===== src/rtl/dm_uart_pkg.sv =====
// Shared UART definitions for the DM serial link (receive and transmit sides).
package dm_uart_pkg;

  localparam int unsigned UART_DATA_BITS            = 8;
  // 100 MHz system clock / 115200 baud
  localparam int unsigned UART_CLKS_PER_BIT_DEFAULT = 868;

  typedef enum logic [2:0] {
    IDLE,
    START,
    DATA,
    STOP,
    WAIT_HIGH
  } uart_rx_state_t;

endpackage


===== src/rtl/sync_2ff.sv =====
// Generic two-flop synchroniser for a single asynchronous level.
module sync_2ff #(
  parameter logic RESET_VAL = 1'b0
) (
  input  logic clk,
  input  logic rst,
  input  logic d_i,
  output logic q_o
);

  logic meta_q;
  logic sync_q;

  // Two-stage capture; reset value lets an idle-high line start out idle.
  always_ff @(posedge clk) begin
    if (rst) begin
      meta_q <= RESET_VAL;
      sync_q <= RESET_VAL;
    end else begin
      meta_q <= d_i;
      sync_q <= meta_q;
    end
  end

  assign q_o = sync_q;

endmodule


===== src/rtl/uart_rx_deser.sv =====
// 8N1 UART receiver: synchronises the pad, samples mid-bit, and hands bytes
// to the command parser through a one-entry valid/ready holding register.
module uart_rx_deser
  import dm_uart_pkg::*;
#(
  parameter  int unsigned CLKS_PER_BIT = UART_CLKS_PER_BIT_DEFAULT,
  localparam int unsigned CNT_W        = $clog2(CLKS_PER_BIT)
) (
  input  logic                      clk,
  input  logic                      rst,
  input  logic                      rx_pad,
  output logic [UART_DATA_BITS-1:0] rx_data,
  output logic                      rx_valid,
  input  logic                      rx_ready,
  output logic                      frame_err,
  output logic                      overrun,
  output logic                      busy
);

  localparam int unsigned IDX_W = $clog2(UART_DATA_BITS);
  localparam logic [CNT_W-1:0] T_HALF = CNT_W'(CLKS_PER_BIT / 2 - 1);
  localparam logic [CNT_W-1:0] T_LAST = CNT_W'(CLKS_PER_BIT - 1);
  localparam logic [IDX_W-1:0] I_LAST = IDX_W'(UART_DATA_BITS - 1);

  logic rx_s;

  uart_rx_state_t            state_q, state_d;
  logic [CNT_W-1:0]          timer_q, timer_d;
  logic [IDX_W-1:0]          idx_q,   idx_d;
  logic [UART_DATA_BITS-1:0] shift_q, shift_d;
  logic [UART_DATA_BITS-1:0] data_q,  data_d;
  logic                      valid_q, valid_d;
  logic                      ferr_q,  ferr_d;
  logic                      ovr_q,   ovr_d;
  logic                      byte_done;

  sync_2ff #(
    .RESET_VAL (1'b1)
  ) u_sync (
    .clk (clk),
    .rst (rst),
    .d_i (rx_pad),
    .q_o (rx_s)
  );

  // State, datapath and holding-register registers.
  always_ff @(posedge clk) begin
    if (rst) begin
      state_q <= IDLE;
      timer_q <= '0;
      idx_q   <= '0;
      shift_q <= '0;
      data_q  <= '0;
      valid_q <= 1'b0;
      ferr_q  <= 1'b0;
      ovr_q   <= 1'b0;
    end else begin
      state_q <= state_d;
      timer_q <= timer_d;
      idx_q   <= idx_d;
      shift_q <= shift_d;
      data_q  <= data_d;
      valid_q <= valid_d;
      ferr_q  <= ferr_d;
      ovr_q   <= ovr_d;
    end
  end

  // Bit-timing FSM plus holding-register load/overrun decision.
  always_comb begin
    state_d   = state_q;
    timer_d   = timer_q;
    idx_d     = idx_q;
    shift_d   = shift_q;
    data_d    = data_q;
    valid_d   = valid_q;
    ferr_d    = 1'b0;
    ovr_d     = 1'b0;
    byte_done = 1'b0;

    if (valid_q && rx_ready) valid_d = 1'b0;

    unique case (state_q)
      IDLE: begin
        if (!rx_s) begin
          state_d = START;
          timer_d = '0;
        end
      end
      START: begin
        if (timer_q == T_HALF) begin
          timer_d = '0;
          idx_d   = '0;
          state_d = rx_s ? IDLE : DATA;
        end else begin
          timer_d = timer_q + CNT_W'(1);
        end
      end
      DATA: begin
        if (timer_q == T_LAST) begin
          shift_d = {rx_s, shift_q[UART_DATA_BITS-1:1]};
          idx_d   = idx_q + IDX_W'(1);
          timer_d = '0;
          if (idx_q == I_LAST) state_d = STOP;
        end else begin
          timer_d = timer_q + CNT_W'(1);
        end
      end
      STOP: begin
        if (timer_q == T_LAST) begin
          timer_d = '0;
          if (rx_s) begin
            byte_done = 1'b1;
            state_d   = IDLE;
          end else begin
            ferr_d  = 1'b1;
            state_d = WAIT_HIGH;
          end
        end else begin
          timer_d = timer_q + CNT_W'(1);
        end
      end
      WAIT_HIGH: begin
        if (rx_s) state_d = IDLE;
      end
      default: state_d = IDLE;
    endcase

    // A completed byte loads if the slot is empty or being drained this cycle.
    if (byte_done) begin
      if (!valid_q || rx_ready) begin
        data_d  = shift_q;
        valid_d = 1'b1;
      end else begin
        ovr_d = 1'b1;
      end
    end
  end

  assign rx_data   = data_q;
  assign rx_valid  = valid_q;
  assign frame_err = ferr_q;
  assign overrun   = ovr_q;
  assign busy      = (state_q != IDLE);

endmodule


===== config.mk =====
export PLATFORM = sky130hd
export DESIGN_NAME = uart_rx_deser
export DESIGN_NICKNAME = d
export VERILOG_FILES = /design/src/rtl/dm_uart_pkg.sv /design/src/rtl/sync_2ff.sv /design/src/rtl/uart_rx_deser.sv
export SDC_FILE = /design/constraint.sdc
export NUM_CORES = 1
export LEC_CHECK = 0
export CORE_MARGIN = 2
export CORE_UTILIZATION = 32
export DETAILED_ROUTE_END_ITERATION = 12
export PLACE_DENSITY = 0.58
export SYNTH_ARGS = -nofsm -noshare
export SYNTH_HDL_FRONTEND = slang
export SYNTH_SLANG_ARGS = --single-unit

===== constraint.sdc =====
create_clock -name clk -period 1.6 [get_ports clk]
set_input_delay 0.32 -clock clk [delete_from_list [all_inputs] [get_ports clk]]
set_output_delay 0.32 -clock clk [all_outputs]
set_load 0.02 [all_outputs]

Figure 1. Signal metal coverage by tile.
Bar = 20 um. The die is cut into 15 by 15 equal tiles; dark blue is low, red is high, scaled to the fullest tile. Values are wire area over tile area, all layers added.
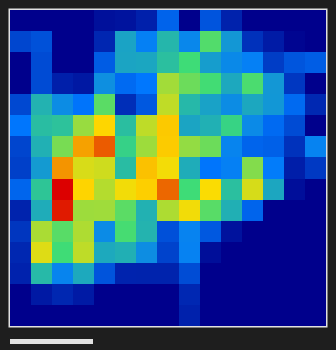
- mean over tiles: 0.099
- emptiest ninth of the die: south-east
- fullest tile: 0.38

Figure 2. The clock network.
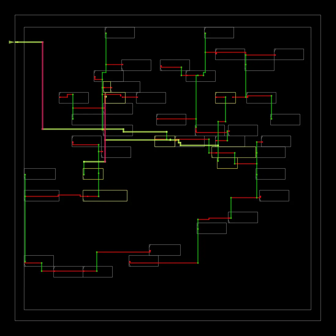
registers: 37
Worst Skew: 0.00990 ns
total clock buffers created by CTS: 5
clock network power: 0.000953 W
clock insertion delay at the later pin of the skew report: 0.29 ns

Figure 3. Met3 routing.
Bar = 20 um.
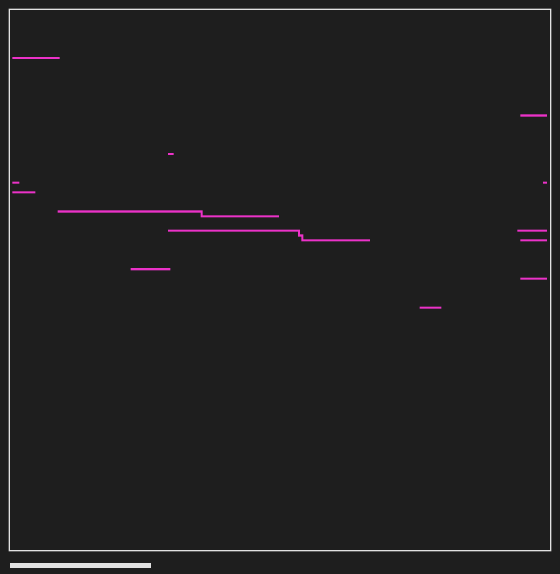
- share of all routed wire: 2.5%
- wire length on this layer: 94.3 um

Figure 4. Cell classes on the final placement.
Fill, decap, tap and diode cells in grey.
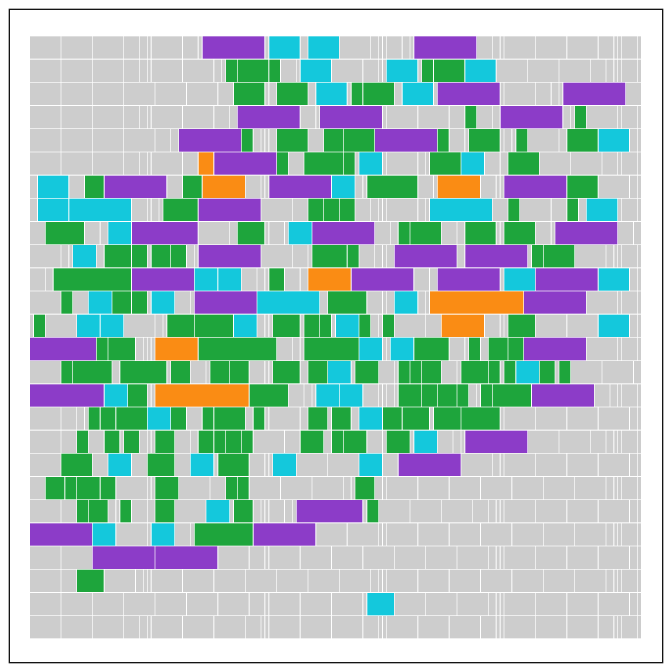
- remaining logic cells: green (cells 140)
- remaining buffers and delay cells: cyan (cells 50)
- registers: purple (cells 37)
- clock drivers and dummy loads: orange (cells 8)

Figure 5. Metal 1.
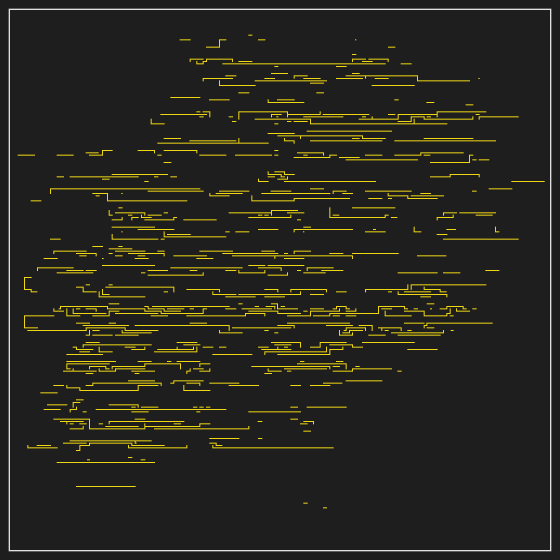
- wire length on this layer: 1770 um
- longest straight run: 23.0 um
- main direction: horizontal
- share of all routed wire: 47%
- nets with wire on the layer: 229

==> flow_summary.toml <==
# yosys + openroad results
[sta]
final-setup-viol-count = 14
worst_slack_ns = -0.0917
transition_time_of_the_tightest_slew_check_pin_ns = 0.407

[final_layout]
layout.clock_buffers = 5
layout.area.seq_um2 = 748

[yosys]
largest_area_cell = "sky130_fd_sc_hd__dfxtp_1"
synth_dominant_cell_count = "sky130_fd_sc_hd__dfxtp_1"
number_of_enable_type_register_cells_in_the_synthesized_netlist = 0
ys_seq_share = 0.440
yosys_most_used_dff = "sky130_fd_sc_hd__dfxtp_1"
synth-seq-cells = 37

[global_route]
grt_antenna_before_repair = 0
global_route.overflow_total = 0

[route]
detail_route.iter0.violations = 55
wire_per_inst_um = 12.4
avgViaCountPerCell = 4.76

[clock_network]
clkSinkCount = 37
maximum_buffer_depth_of_the_clock_tree = 2

[floorplan]
taps = 70
fp-utilization = 0.331

[flow_run]
maxCapViolCount = 0

[run_status]
violations = "negative setup slack"
outcome = "finished with violations"
[final timing paths]
| check | depth (start not counted) | end | slack (ns) | from |
|---|---|---|---|---|
| worst min register to register | 1 | u_sync.q_o | 0.41 | u_sync.meta_q |
| worst min-delay path | 1 | u_sync.q_o | 0.41 | u_sync.meta_q |
| worst max register to register | 6 | frame_err | -0.09 | timer_q[1] |
| worst max-delay path | 6 | frame_err | -0.09 | timer_q[1] |
[critical path, cell delays in order, from the launching register on]
cell                      delay [ns]
sky130_fd_sc_hd__dfxtp_2        0.35
sky130_fd_sc_hd__buf_4          0.11
sky130_fd_sc_hd__ha_2           0.20
sky130_fd_sc_hd__nand4_2        0.12
sky130_fd_sc_hd__a22o_4         0.28
sky130_fd_sc_hd__or3_4          0.36
sky130_fd_sc_hd__nor3_4         0.19
[cell usage in the layout, fill, tap and decap left out, types with 3 or more instances in the layout]
master	Yosys	routed
sky130_fd_sc_hd__nor2_1	25	23
sky130_fd_sc_hd__mux2i_1	16	16
sky130_fd_sc_hd__clkdlybuf4s50_1	0	14
sky130_fd_sc_hd__a31oi_1	5	5
sky130_fd_sc_hd__a21oi_1	6	5
sky130_fd_sc_hd__buf_4	1	32
sky130_fd_sc_hd__clkbuf_8	0	5
sky130_fd_sc_hd__nand2_1	19	19
sky130_fd_sc_hd__and3_1	4	4
sky130_fd_sc_hd__buf_12	0	3
sky130_fd_sc_hd__nor3_1	9	8
sky130_fd_sc_hd__nand3_1	9	5
sky130_fd_sc_hd__nand3_2	0	4
sky130_fd_sc_hd__dfxtp_1	37	33
sky130_fd_sc_hd__dfxtp_2	0	3
[state kept, by name, summed over array words and instances, names as in the netlist]
name / flops
u_sync.q_o: 1
overrun: 1
rx_valid: 1
rx_data: 8
shift_q: 8
u_sync.meta_q: 1
timer_q: 10
state_q: 3
frame_err: 1
idx_q: 3
[routing by layer]
metal / track usage / wire length, um / vias up
met3: 0.0355 / 94 / 5
met5: 0 / 0 / -
met1: 0.158 / 1770 / 682
li1: - / - / 752
met2: 0.220 / 1870 / 14
met4: 0.0545 / 38 / 0
[through the flow]
stage	setup WS, ns	total power [W]	hold WS [ns]	instance area (um2)
3_3_place_gp	-0.119	0.00107	0.400	2130
6_report	-0.0917	0.00203	0.413	2420
4_1_cts	-0.0912	0.00205	0.415	2310
3_5_place_dp	-0.157	0.00107	0.398	2130
5_1_grt	-0.180	0.00212	0.443	2420
2_1_floorplan	-0.0413	0.00102	0.389	1690
[logic make-up (layout without fill, tap and decap cells)]
kind of cell	Yosys count	count (layout)	synth area share
xor+xnor	3	3	0.0156
simple gates	94	94	0.303
buf+inv	11	60	0.0275
mux	16	16	0.0952
flops	37	37	0.440
compound gates	21	21	0.0885
fa+ha+maj	4	4	0.0298
[power groups by stage]
stage / logic, W / clock network, W / registers, W
floorplan: 0.0000652 / 0 / 0.000951
CTS: 0.000128 / 0.000988 / 0.000929
global placement: 0.000123 / 0 / 0.000950
finish: 0.000152 / 0.000953 / 0.000928
detailed placement: 0.000122 / 0 / 0.000951
global route: 0.000165 / 0.00103 / 0.000929
[timing repair]
item,4_1_cts,5_1_grt
setup buffers,2,4
cloned,0,0
gates resized,12,19
endpoints found under the setup margin,21,32
pin swaps,7,11
No activity file was given, so power comes from the tool's default toggle rates.
